`config.mk`:
```
export PLATFORM = sky130hd
export DESIGN_NAME = cpu_pipe_core
export DESIGN_NICKNAME = d
export VERILOG_FILES = /design/src/rtl/cpu_pkg.sv /design/src/rtl/alu181_slice.sv /design/src/rtl/cpu_pipe_core.sv
export SDC_FILE = /design/constraint.sdc
export NUM_CORES = 1
export LEC_CHECK = 0
export CAP_MARGIN = 0
export CORE_ASPECT_RATIO = 0.5
export CORE_MARGIN = 1
export CORE_UTILIZATION = 59
export CTS_CLUSTER_SIZE = 14
export DETAILED_ROUTE_END_ITERATION = 10
export DONT_BUFFER_PORTS = 1
export PLACE_DENSITY = 0.78
export SYNTH_ARGS = -nofsm -noshare
export SYNTH_HDL_FRONTEND = slang
export SYNTH_HIERARCHICAL = 1
export SYNTH_SLANG_ARGS = --single-unit
```
`constraint.sdc`:
```
create_clock -name clk -period 3.5 [get_ports clk]
set_input_delay 0.7 -clock clk [delete_from_list [all_inputs] [get_ports clk]]
set_output_delay 0.7 -clock clk [all_outputs]
set_load 0.05 [all_outputs]
```
`src/rtl/cpu_pkg.sv`:
```
// Shared definitions for the pipelined execute core: 74181 opcode
// encodings for the operations the sequencer issues, mode encodings
// and the packed flag register layout.
package cpu_pkg;

    // 74181 S3..S0 encodings (active-high data)
    localparam logic [3:0] OP_ADD    = 4'b1001;  // arithmetic, cin = 0
    localparam logic [3:0] OP_SUB    = 4'b0110;  // arithmetic, cin = 1
    localparam logic [3:0] OP_AND    = 4'b1011;  // logic
    localparam logic [3:0] OP_OR     = 4'b1110;  // logic
    localparam logic [3:0] OP_PASS_B = 4'b1010;  // logic, used as load

    localparam logic MODE_MATH  = 1'b0;
    localparam logic MODE_LOGIC = 1'b1;

    // Persistent flag register; nbo/ngo are active-low group P/G
    typedef struct packed {
        logic c;
        logic z;
        logic nbo;
        logic ngo;
    } flags_t;

endpackage

```
`src/rtl/alu181_slice.sv`:
```
// One 4-bit 74181-style ALU slice (active-high data). Carry-in is
// active-high (1 adds one); Cn+4 ripples into the next slice and the
// active-low group propagate/generate feed the cross-slice flags.
module alu181_slice
    import cpu_pkg::*;
(
    input  logic [3:0] a,
    input  logic [3:0] b,
    input  logic [3:0] s,
    input  logic       m,
    input  logic       cin,
    output logic [3:0] f,
    output logic       cout,
    output logic       p_n,
    output logic       g_n
);

    // Per-bit terms: the arithmetic result is t + u + cin, and u is a
    // subset of t so t is the bit propagate and u the bit generate.
    logic [3:0] t;
    logic [3:0] u;
    logic [4:0] c;

    // Select the two per-bit operand terms from S3..S0
    always_comb begin
        t = a | (b & {4{s[0]}}) | (~b & {4{s[1]}});
        u = (a & ~b & {4{s[2]}}) | (a & b & {4{s[3]}});
    end

    assign c[0] = cin;

    generate
        for (genvar gi = 0; gi < 4; gi++) begin : g_bit
            assign c[gi+1] = u[gi] | (t[gi] & c[gi]);
            // Logic mode ignores the carry entirely
            assign f[gi]   = (m == MODE_LOGIC) ? ~(t[gi] ^ u[gi])
                                               : (t[gi] ^ u[gi] ^ c[gi]);
        end
    endgenerate

    assign cout = c[4];
    assign p_n  = ~(&t);
    assign g_n  = ~(u[3] | (t[3] & u[2]) | (t[3] & t[2] & u[1])
                  | (t[3] & t[2] & t[1] & u[0]));

endmodule

```
`src/rtl/cpu_pipe_core.sv`:
```
// Two-stage pipelined execute core: inline write-through register file,
// 74181-style ALU built from 4-bit slices, B-source mux, valid/ready
// handshake, in-order writeback and a persistent flag register whose
// carry can feed the next instruction without a stall.
// Build option CPU_PIPE_FWD_EN: when defined, operands are bypassed from
// the ALU output and the WB register and the core never stalls; when
// undefined, in_ready drops while a register hazard exists.
module cpu_pipe_core
    import cpu_pkg::*;
#(
    parameter int DATA_WIDTH = 16,
    parameter int NUM_REGS   = 8,
    parameter int ADDR_WIDTH = $clog2(NUM_REGS)
) (
    input  logic                  clk,
    input  logic                  reset,
    input  logic                  in_valid,
    output logic                  in_ready,
    input  logic [3:0]            in_comm,
    input  logic                  in_mode,
    input  logic                  in_cin,
    input  logic                  in_use_flag_c,
    input  logic                  in_b_sel,
    input  logic                  in_we,
    input  logic [ADDR_WIDTH-1:0] in_rd,
    input  logic [ADDR_WIDTH-1:0] in_rs1,
    input  logic [ADDR_WIDTH-1:0] in_rs2,
    input  logic [DATA_WIDTH-1:0] in_imm,
    output logic                  out_valid,
    output logic [DATA_WIDTH-1:0] out_result,
    output logic [ADDR_WIDTH-1:0] out_rd,
    output logic                  flag_c,
    output logic                  flag_z,
    output logic                  flag_nbo,
    output logic                  flag_ngo,
    input  logic [ADDR_WIDTH-1:0] dbg_addr,
    output logic [DATA_WIDTH-1:0] dbg_data
);

    localparam int NUM_SLICES = DATA_WIDTH / 4;

    logic [DATA_WIDTH-1:0] regs_reg [NUM_REGS];

    // EX stage
    logic                  ex_valid_reg;
    logic [DATA_WIDTH-1:0] ex_a_reg;
    logic [DATA_WIDTH-1:0] ex_b_reg;
    logic [3:0]            ex_comm_reg;
    logic                  ex_mode_reg;
    logic                  ex_cin_reg;
    logic                  ex_use_flag_c_reg;
    logic                  ex_we_reg;
    logic [ADDR_WIDTH-1:0] ex_rd_reg;

    // WB stage
    logic                  wb_valid_reg;
    logic [DATA_WIDTH-1:0] wb_result_reg;
    logic [ADDR_WIDTH-1:0] wb_rd_reg;
    logic                  wb_we_reg;

    flags_t flags_reg;
    flags_t flags_next;

    logic                  accept;
    logic                  wb_write;
    logic [DATA_WIDTH-1:0] rs1_data;
    logic [DATA_WIDTH-1:0] rs2_data;
    logic [DATA_WIDTH-1:0] op_b;
    logic [DATA_WIDTH-1:0] alu_result;
    logic                  carry_in;
    logic [NUM_SLICES:0]   carry;
    logic [NUM_SLICES-1:0] slice_p_n;
    logic [NUM_SLICES-1:0] slice_g_n;
    logic [NUM_SLICES:0]   grp_p;
    logic [NUM_SLICES:0]   grp_g;

    assign wb_write = wb_valid_reg & wb_we_reg;
    assign accept   = in_valid & in_ready;

`ifdef CPU_PIPE_FWD_EN
    assign in_ready = ~reset;
`else
    logic rs1_haz;
    logic rs2_haz;

    // Stall while a source register is still owned by an in-flight writer
    always_comb begin
        rs1_haz = (ex_valid_reg && ex_we_reg && (ex_rd_reg == in_rs1))
               || (wb_write && (wb_rd_reg == in_rs1));
        rs2_haz = !in_b_sel
               && ((ex_valid_reg && ex_we_reg && (ex_rd_reg == in_rs2))
                   || (wb_write && (wb_rd_reg == in_rs2)));
    end

    assign in_ready = ~reset & ~(rs1_haz | rs2_haz);
`endif

    // Operand fetch: write-through from WB, then (if enabled) EX bypass wins
    always_comb begin
        rs1_data = regs_reg[in_rs1];
        rs2_data = regs_reg[in_rs2];
        if (wb_write && (wb_rd_reg == in_rs1)) rs1_data = wb_result_reg;
        if (wb_write && (wb_rd_reg == in_rs2)) rs2_data = wb_result_reg;
`ifdef CPU_PIPE_FWD_EN
        if (ex_valid_reg && ex_we_reg && (ex_rd_reg == in_rs1)) rs1_data = alu_result;
        if (ex_valid_reg && ex_we_reg && (ex_rd_reg == in_rs2)) rs2_data = alu_result;
`endif
    end

    assign op_b = in_b_sel ? in_imm : rs2_data;

    // Carry chaining reads the flag as it stands while the instruction is in EX
    assign carry_in = ex_use_flag_c_reg ? flags_reg.c : ex_cin_reg;
    assign carry[0] = carry_in;
    assign grp_p[0] = 1'b1;
    assign grp_g[0] = 1'b0;

    generate
        for (genvar gi = 0; gi < NUM_SLICES; gi++) begin : g_slice
            alu181_slice u_slice (
                .a    (ex_a_reg[4*gi +: 4]),
                .b    (ex_b_reg[4*gi +: 4]),
                .s    (ex_comm_reg),
                .m    (ex_mode_reg),
                .cin  (carry[gi]),
                .f    (alu_result[4*gi +: 4]),
                .cout (carry[gi+1]),
                .p_n  (slice_p_n[gi]),
                .g_n  (slice_g_n[gi])
            );
            // Lookahead-style combination of slice P/G, LSB slice first
            assign grp_p[gi+1] = grp_p[gi] & ~slice_p_n[gi];
            assign grp_g[gi+1] = ~slice_g_n[gi] | (~slice_p_n[gi] & grp_g[gi]);
        end
    endgenerate

    // Flags produced by the instruction currently in EX
    always_comb begin
        flags_next.c   = (ex_mode_reg == MODE_MATH) ? carry[NUM_SLICES] : 1'b0;
        flags_next.z   = (alu_result == '0);
        flags_next.nbo = ~grp_p[NUM_SLICES];
        flags_next.ngo = ~grp_g[NUM_SLICES];
    end

    // Pipeline registers and flag register; reset discards in-flight work
    always_ff @(posedge clk) begin
        if (reset) begin
            ex_valid_reg      <= 1'b0;
            ex_a_reg          <= '0;
            ex_b_reg          <= '0;
            ex_comm_reg       <= '0;
            ex_mode_reg       <= 1'b0;
            ex_cin_reg        <= 1'b0;
            ex_use_flag_c_reg <= 1'b0;
            ex_we_reg         <= 1'b0;
            ex_rd_reg         <= '0;
            wb_valid_reg      <= 1'b0;
            wb_result_reg     <= '0;
            wb_rd_reg         <= '0;
            wb_we_reg         <= 1'b0;
            flags_reg         <= '0;
        end else begin
            ex_valid_reg <= accept;
            if (accept) begin
                ex_a_reg          <= rs1_data;
                ex_b_reg          <= op_b;
                ex_comm_reg       <= in_comm;
                ex_mode_reg       <= in_mode;
                ex_cin_reg        <= in_cin;
                ex_use_flag_c_reg <= in_use_flag_c;
                ex_we_reg         <= in_we;
                ex_rd_reg         <= in_rd;
            end
            wb_valid_reg <= ex_valid_reg;
            if (ex_valid_reg) begin
                wb_result_reg <= alu_result;
                wb_rd_reg     <= ex_rd_reg;
                wb_we_reg     <= ex_we_reg;
                flags_reg     <= flags_next;
            end
        end
    end

    // Register file write port, cleared by reset
    always_ff @(posedge clk) begin
        if (reset) begin
            for (int i = 0; i < NUM_REGS; i++) begin
                regs_reg[i] <= '0;
            end
        end else if (wb_write) begin
            regs_reg[wb_rd_reg] <= wb_result_reg;
        end
    end

    assign dbg_data   = regs_reg[dbg_addr];
    assign out_valid  = wb_valid_reg;
    assign out_result = wb_result_reg;
    assign out_rd     = wb_rd_reg;
    assign flag_c     = flags_reg.c;
    assign flag_z     = flags_reg.z;
    assign flag_nbo   = flags_reg.nbo;
    assign flag_ngo   = flags_reg.ngo;

endmodule

```
==> CHANGELOG.md, run 1 <==
### Metrics

- Largest cells by area: edfxtp_1 (32%), mux4_2 (18%), dfxtp_1 (11%), and2_1 (6.6%), mux2i_1 (4.2%)
- RR Endpoint: flag_z
- DR vias/cell: 6.96
- Yosys Chip Area: 12200 um2
- Fmax: 288 MHz
- Clock latency on the worst-skew pair: 0.45 ns
- Power Total: 5.34 mW
- Cts hold-fix bufs: 0
- DR WL/cell: 26.7 um
- Post-route design area: 13000 um2
- Final core utilization: 0.657
- Reg2reg start: ex_b_reg[1]
- 1st-iter DRT viols: 1079
- Core Util at FP: 0.614
- WL met1: 13.2 mm
- Max Used Layer: met4
- Dominant cell area share: 0.316
- Num CTS Buffers: 17
- Final HPWL DP: 21.4 mm
- R2R Setup Slk: 0.03 ns
- Crit path to: flag_z
- WHS Endpoint: ex_rd_reg[1]
- Postcts setup bufs: 1
- Most frequent CP cell: nor3_2
- Placed instance area: 12400 um2
- Die Y: 104 um
- Layout cells sized above 1: 0.297
- Run status: finished, final reports clean
- Drt pass-1 iters: 5
- Final Hold Vio Count: 0
- Initial antenna violation count: 0
- Clock network power: 1.84 mW
- Tot GR Track Use: 0.325
- Slowest cell on crit path: dfxtp_4
- Flip-flops: 197
- H-tree levels: 4
- Final Max Tran Viols: 0
- Number of tapcells: 266
- Area leader, netlist: edfxtp_1
- CP top delay family: AND-OR/OR-AND gates
- Met2 WL: 14.8 mm
- Post-route ant nets: 0
- Total tool warning count: 28
- Relative slew slack: 0.272
- Post-synth regs: 197
- Hold-critical path depth: 1
- Placed cell count: 1211
- Sw Ratio: 0.282
- Max FFs per register: 128
- Crit path DRT: 3.88 ns
- Largest net degree at the start of global routing: 73
- Top post-synthesis cells by count: and2_1 (128), edfxtp_1 (128), mux4_2 (96)
- Clk pwr share: 0.345
- Yosys simple share: 0.144
- Crit path buf inv count: 1
- Top comb family, area: multiplexers
- Placement Setup Slack: -0.0604 ns
- Seq share, synth: 0.429
- Global-route wire length before repair: 50.7 mm
- Critical Path Sink Type: register
- GRT busiest layer: met1
- CTS resizes: 4
- DRC viols: 0
- Crit-path max cell delay: 0.38 ns
- Crit path launch type: register
- Top cells excl fill/tap: and2_1 (128), edfxtp_1 (128), mux4_2 (96)
- Register area: 5240 um2
- Cycle use final: 0.993
- Crit-path max FO: 6
- Setup crit start: ex_b_reg[1]
- Avg Inst Size Synth: 12.4 um2
- Distinct cells, synth: 50
- Setup TNS Final: 0 ns
- Asr flop ratio synth: 0
- RSZ-0062 raised after global routing: yes
- R2R depth: 23
- IO Port Bufs: 0
- Clk slew on worst S/H paths: 0.07 ns
- Invs w/o clock: 6
- Ys Warns: 6
- Crit Path Class: register to register
- Max VDD drop: 0.271 mV
- Seq. pwr: 2.74 mW
- Leading power group: registers
- Yosys cell count: 980
- # rows: 36
- Pwr Density: 410 nW/um2
- Number of max-cap violations: 0
- Post-Syn Area: 12200 um2
- Critical path depth: 23
- Pleak: 4.76 nW
- Chip area: 21200 um2
- Syn Inst Count: 980
- Worst Hold Slack: 0.326 ns
- Total congestion overflow: 0
- Clk_skew: 0.0123 ns
- Xor/xnor share: 0.0202
- Yosys adder share: 0
- AND-OR/OR-AND share of the synthesized area: 0.122
- Worst Slack Setup Final: 0.0260 ns
- Flip-flops with a built-in enable: 128
- Combinational power share: 0.142
- Minimum clock period: 3.47 ns
- Fraction of area in multi-input gates: 0.504
- CTS tree: built
- Switching power: 1.51 mW
- Part of the power in registers: 0.513
- Met3 WL: 4.39 mm
- Bufs w/o clock: 44
- Syn Nets: 1020
- Routability cong.: 0.922
- ClkCell Share: 0.0408
- Internal: 3.83 mW
- CTS Buffer Depth: 2
- Clock sinks: 197
- Diodes inserted: 0
- Fillers: 1421
- Tightest Pin Transition: 1.09 ns
- Leading cell category by total area: logic gates
- Comb power: 0.757 mW
- Worst Path Arrival: 3.86 ns
- Non-filler instance count after layout: 1247
- Ports: 81
- Comb area: 6560 um2
- Die width: 205 um
- # nets final: 1009
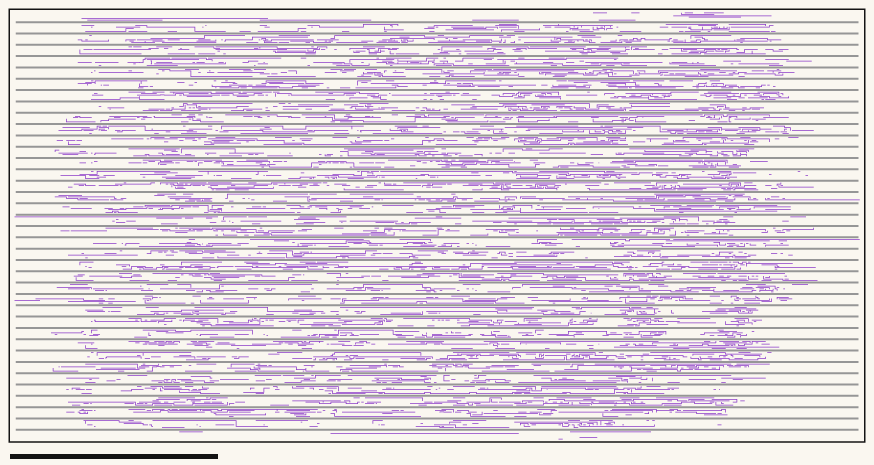
Fig. 1. Signal wires on met1 (run 1).
The bar under the picture is 50 um long. Supply wires on this layer in gray.
longest straight run: 52.0 um
main direction: horizontal
wire length on this layer: 13200 um
nets with wire on the layer: 962
final wirelength: 33.3 mm
met1 Track Usage GR: 0.464

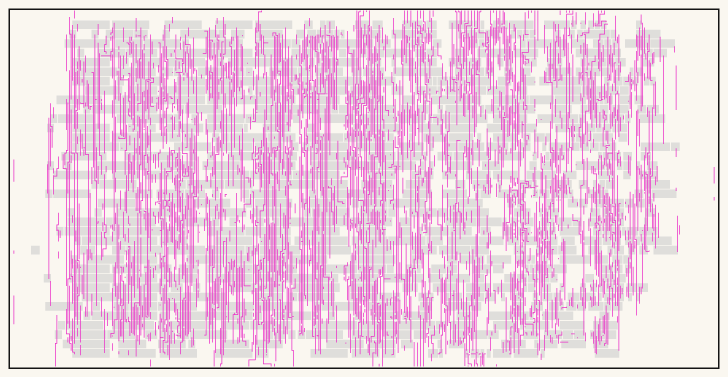
Fig. 2. M2 wires (run 1).
Cells faint in the background.
nets with wire on the layer: 874
wire length on this layer: 14800 um
share of all routed wire: 44%

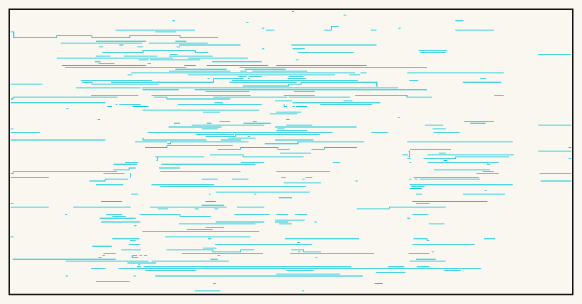
Fig. 3. Met3 routing (run 1).
share of all routed wire: 13%
nets with wire on the layer: 169
Vias: 8682
GR Util met3: 0.105

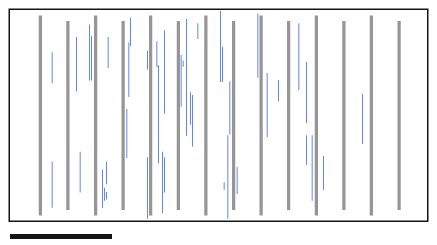
Fig. 4. M4 wires (run 1).
The bar under the picture is 50 um long. Supply wires on this layer in gray.
main direction: vertical
nets with wire on the layer: 26
longest straight run: 57.1 um
wire length on this layer: 928 um

Fig. 5: run 1, routing congestion
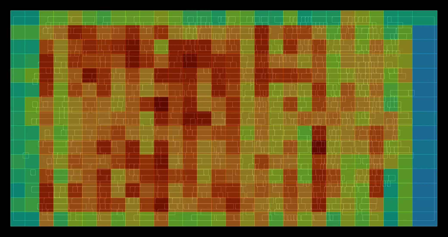

==> run 2, diff against run 1 <==
--- a/config.mk
+++ b/config.mk
@@ -8,11 +8,11 @@
 export CAP_MARGIN = 0
 export CORE_ASPECT_RATIO = 0.5
 export CORE_MARGIN = 1
-export CORE_UTILIZATION = 59
+export CORE_UTILIZATION = 60
 export CTS_CLUSTER_SIZE = 14
 export DETAILED_ROUTE_END_ITERATION = 10
 export DONT_BUFFER_PORTS = 1
-export PLACE_DENSITY = 0.78
+export PLACE_DENSITY = 0.76
 export SYNTH_ARGS = -nofsm -noshare
 export SYNTH_HDL_FRONTEND = slang
 export SYNTH_HIERARCHICAL = 1
==> constraint.sdc (replaced) <==
create_clock -name clk -period 3.85 [get_ports clk]
set_input_delay 0.77 -clock clk [delete_from_list [all_inputs] [get_ports clk]]
set_output_delay 0.77 -clock clk [all_outputs]
set_load 0.05 [all_outputs]
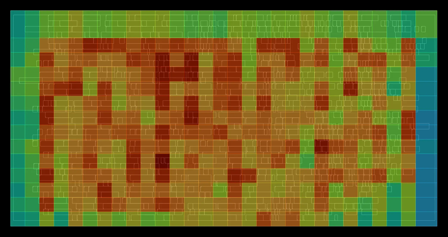
Fig. 6. Routing congestion (run 2).
GRT met2 Usage: 0.488
DR WL/cell: 26.7 um
Tot GR Track Use: 0.326

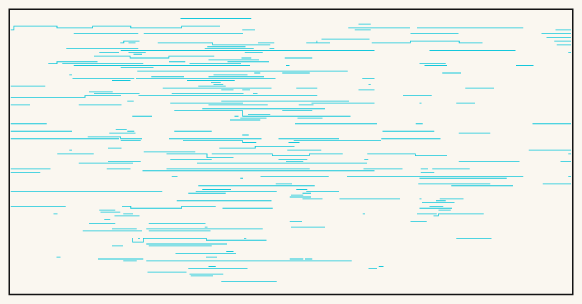
Fig. 7. Met3 routing (run 2).
Vias: 8427
GR Util met3: 0.0784
final wirelength: 33.2 mm

==> CHANGELOG.md, run 2 <==
### Metrics

- Run status: finished, final reports clean
- Internal: 3.57 mW (-6.8%)
- Total congestion overflow: 0 (unchanged)
- Diodes inserted: 0 (unchanged)
- Yosys simple share: 0.144 (unchanged)
- Chip area: 20900 um2 (-1.6%)
- Setup crit start: ex_b_reg[0]
- Layout cells sized above 1: 0.301 (+0.00388)
- Relative slew slack: 0.357 (+0.0852)
- Largest net degree at the start of global routing: 73 (unchanged)
- Hold-critical path depth: 1 (unchanged)
- Met1 Track Usage GR: 0.475 (+0.0108)
- Tightest Pin Transition: 0.963 ns (-0.129 ns)
- Final HPWL DP: 20.9 mm (-2.3%)
- Final core utilization: 0.664 (+0.00661)
- Ys Warns: 6 (unchanged)
- Top comb family, area: multiplexers
- Most frequent CP cell: a21oi_1
- Initial antenna violation count: 0 (unchanged)
- Die Y: 103 um (-0.82%)
- Number of tapcells: 266 (unchanged)
- Fmax: 277 MHz (-3.6%)
- CTS Buffer Depth: 2 (unchanged)
- Flip-flops: 197 (unchanged)
- Met3 WL: 3.65 mm (-17%)
- Minimum clock period: 3.60 ns (+0.130 ns)
- Crit path DRT: 4.20 ns (+0.32 ns)
- CTS resizes: 0 (-4)
- Die width: 203 um (-0.83%)
- Distinct cells, synth: 50 (unchanged)
- Critical Path Sink Type: register
- Clk pwr share: 0.366 (+0.021)
- Comb area: 6620 um2 (+0.78%)
- Worst Path Arrival: 3.95 ns (+0.09 ns)
- Placed instance area: 12400 um2 (-0.20%)
- Avg Inst Size Synth: 12.4 um2 (unchanged)
- Drt pass-1 iters: 5 (unchanged)
- Pleak: 4.78 nW (+0.38%)
- Syn Inst Count: 980 (unchanged)
- Core Util at FP: 0.618 (+0.00422)
- Part of the power in registers: 0.497 (-0.016)
- Leading power group: registers
- # rows: 36 (unchanged)
- Crit-path max FO: 6 (unchanged)
- AND-OR/OR-AND share of the synthesized area: 0.122 (unchanged)
- Cycle use final: 0.936 (-0.0565)
- Critical path depth: 23 (unchanged)
- Clk_skew: 0.0111 ns (-0.00124 ns)
- Dominant cell area share: 0.316 (unchanged)
- Post-route ant nets: 0 (unchanged)
- Placed cell count: 1205 (-0.50%)
- Area leader, netlist: edfxtp_1
- Post-route design area: 13100 um2 (+0.32%)
- Largest cells by area: edfxtp_1 (32%), mux4_2 (18%), dfxtp_1 (11%), and2_1 (6.6%), mux2i_1 (4.2%)
- Clk slew on worst S/H paths: 0.08 ns (about the same)
- Crit path buf inv count: 1 (unchanged)
- Max FFs per register: 128 (unchanged)
- Num CTS Buffers: 17 (unchanged)
- Seq share, synth: 0.429 (unchanged)
- Number of max-cap violations: 0 (unchanged)
- Combinational power share: 0.137 (-0.005)
- CP top delay family: AND-OR/OR-AND gates
- DRC viols: 0 (unchanged)
- H-tree levels: 4 (unchanged)
- Clock latency on the worst-skew pair: 0.45 ns (about the same)
- Power Total: 5.01 mW (-6.2%)
- R2R depth: 23 (unchanged)
- Top post-synthesis cells by count: and2_1 (128), edfxtp_1 (128), mux4_2 (96)
- Reg2reg start: ex_b_reg[0]
- Yosys cell count: 980 (unchanged)
- WL met1: 14.2 mm (+7.7%)
- R2R Setup Slk: 0.25 ns (+0.22 ns)
- Crit-path max cell delay: 0.39 ns (about the same)
- Crit path to: flag_z
- Top cells excl fill/tap: and2_1 (128), edfxtp_1 (128), mux4_2 (96)
- Met2 WL: 14.9 mm (+0.72%)
- Global-route wire length before repair: 49.2 mm (-2.9%)
- Leading cell category by total area: logic gates
- # nets final: 1002 (-0.69%)
- Fraction of area in multi-input gates: 0.506 (+0.00233)
- Cts hold-fix bufs: 0 (unchanged)
- WHS Endpoint: ex_rd_reg[1]
- Switching power: 1.43 mW (-4.8%)
- CTS tree: built
- IO Port Bufs: 0 (unchanged)
- Placement Setup Slack: 0.103 ns (+0.164 ns)
- Crit path launch type: register
- 1st-iter DRT viols: 975 (-9.6%)
- Flip-flops with a built-in enable: 128 (unchanged)
- Postcts setup bufs: 0 (-1)
- Clock network power: 1.84 mW (about the same)
- Invs w/o clock: 6 (unchanged)
- Clock root cell: clkbuf_16
- Total tool warning count: 26 (-7.1%)
- Asr flop ratio synth: 0 (unchanged)
- Setup TNS Final: 0 ns (unchanged)
- Clock sinks: 197 (unchanged)
- RR Endpoint: flag_z
- Seq. pwr: 2.49 mW (-9.1%)
- Fillers: 1388 (-2.3%)
- Crit Path Class: register to register
- Comb power: 0.686 mW (-9.4%)
- Syn Nets: 1020 (unchanged)
- Max VDD drop: 0.245 mV (-9.5%)
- Final Hold Vio Count: 0 (unchanged)
- Slowest cell on crit path: dfxtp_2
- Ports: 81 (unchanged)
- Worst Hold Slack: 0.372 ns (+0.0464 ns)
- GRT busiest layer: met2
- Xor/xnor share: 0.0202 (unchanged)
- Routability cong.: 0.897 (-2.8%)
- Max Used Layer: met4
- Yosys adder share: 0 (unchanged)
- Yosys Chip Area: 12200 um2 (unchanged)
- Worst Slack Setup Final: 0.246 ns (+0.220 ns)
- Register area: 5230 um2 (-0.26%)
- Post-synth regs: 197 (unchanged)
- Sw Ratio: 0.286 (+0.00432)
Power is estimated from default activity; no workload was simulated.
